==> config.mk <==
export PLATFORM = sky130hd
export DESIGN_NAME = pq_arbiter
export DESIGN_NICKNAME = d
export VERILOG_FILES = /design/src/rtl/pq_pkg.sv /design/src/rtl/pq_arbiter.sv
export SDC_FILE = /design/constraint.sdc
export NUM_CORES = 1
export LEC_CHECK = 0
export CAP_MARGIN = 10
export CORE_MARGIN = 4
export CORE_UTILIZATION = 49
export CTS_BUF_LIST = sky130_fd_sc_hd__clkbuf_16
export CTS_CLUSTER_DIAMETER = 50
export CTS_CLUSTER_SIZE = 14
export DETAILED_ROUTE_END_ITERATION = 10
export PLACE_DENSITY_LB_ADDON = 0.08
export SLEW_MARGIN = 20
export SYNTH_ARGS = -nofsm -noshare
export SYNTH_HDL_FRONTEND = slang
export SYNTH_SLANG_ARGS = --single-unit
export TNS_END_PERCENT = 10
==> constraint.sdc <==
create_clock -name clk -period 3.7 [get_ports clk]
set_input_delay 0.925 -clock clk [delete_from_list [all_inputs] [get_ports clk]]
set_output_delay 0.925 -clock clk [all_outputs]
set_load 0.01 [all_outputs]
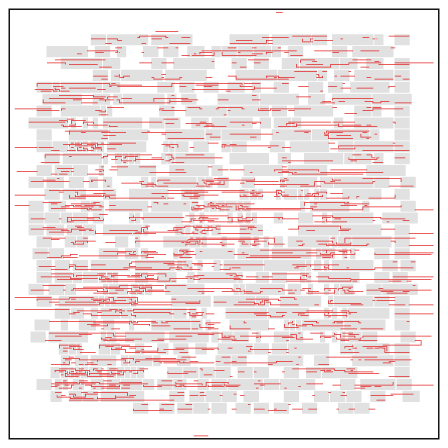
**Above:** signal wires on met1.
main direction: horizontal
wire length on this layer: 4020 um
share of all routed wire: 43%
longest straight run: 24.4 um
nets with wire on the layer: 509
GR Util met1: 26.33%
final WL: 9377 um
via count: 3051

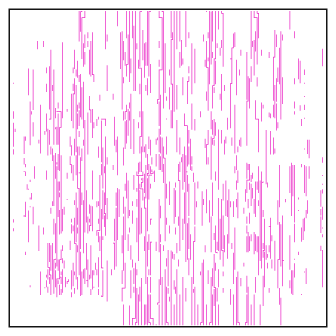
**Above:** metal 2.
nets with wire on the layer: 500
wire length on this layer: 4770 um
share of all routed wire: 51%
main direction: vertical
met2 usage: 34.66%

==> metrics.yaml <==
sta:
  final-max-slew-violation-count: 0
  setup_viol: 0
  hold_viol_final: 0
  skew_ps: 4.367
  fin_crit_sh_pct: 88.46
  tns_ps: 0
  worst_slew_pin_slew_ps: 831.5
  max-slew-margin-rel_pct: 44.40
  fmax_ghz: 0.3055
yosys:
  ys_sh_xor_pct: 0.8841
  async_reset_ff_share_pct: 100.0
  yosys.cell_count.top_type: "nand2_1"
  synthAoiAreaFrac_pct: 12.25
  simple_gate_area_share_pct: 15.47
  synth_top_flop_cell: "dfrtp_1"
  avgSynthCellArea_um2: 11.35
  synth_top_area_share_pct: 32.21
  largest_area_cell: "dfrtp_1"
  ys_area_um2: 3963
  edf_count: 0
  ys.warnings.count: 0
  mux_share_pct: 12.50
worst_setup_path:
  slowest_delay_ps: 630
  cp.arrival_ps: 3530
  crit_required_ps: 3960
final_layout:
  drive_gt1_share_pct: 20.37
  nets: 577
  regArea_um2: 2117
  area_growth_pct: 43.32
pwr:
  pg_clk_mw: 0.818
  seq_power_share_pct: 39.9
  comb_power_share_pct: 38.8
  total_leakage_power_nw: 2.378
  power_mw: 3.835
  p_sw_share_pct: 33.98
cts:
  clock_latency_ps: 330
  cts_tree: "yes"
  post_cts_buffers: 0
  clkTransAtPathRegs_ps: 60
  cts_sinks: 83
die:
  initial_core_util_pct: 50.75
  rows: 32
  die-width_um: 97.93
routing:
  ant_nets: 0
  vias_per_cell: 5.189
  avgRoutedWirePerCell_um: 15.95
placed_design:
  pre_cts_ws_ps: -110.9
  place_inst: 572
global_routing:
  grt_pass1_vias: 3150
status:
  outcome: "finished, final reports clean"
[final cells by class]
cell class / instances / share of cell area, %
well taps: 102 / 2.247
inverters: 10 / 0.6609
repair buffers: 142 / 24.92
clock buffers: 9 / 3.966
flip-flops and latches: 83 / 37.28
clock inverters: 7 / 0.9033
multi-input cells: 235 / 30.03
[cell families after synthesis]
group	count (synthesis)
xor gates and xnor gates	4
DFF	83
and+or+nand+nor	126
AOI/OAI and AO/OA	65
buffers and inverters	31
muxes	35
adders and majority gates	5
[worst reg2reg max path: cells and delay by family (launching register included)]
family                 cells  cell delay [ps]
and+or+nand+nor            1              470
DFF                        1              540
muxes                      1              620
AOI/OAI and AO/OA          3              660
buffers and inverters      1              200
[metal layers]
metal	track usage (%)	routed length, um
met3	5.714	562
met1	26.33	4015
met5	0	0
met4	3.834	29
met2	34.66	4769
No activity file was given, so power comes from the tool's default toggle rates.
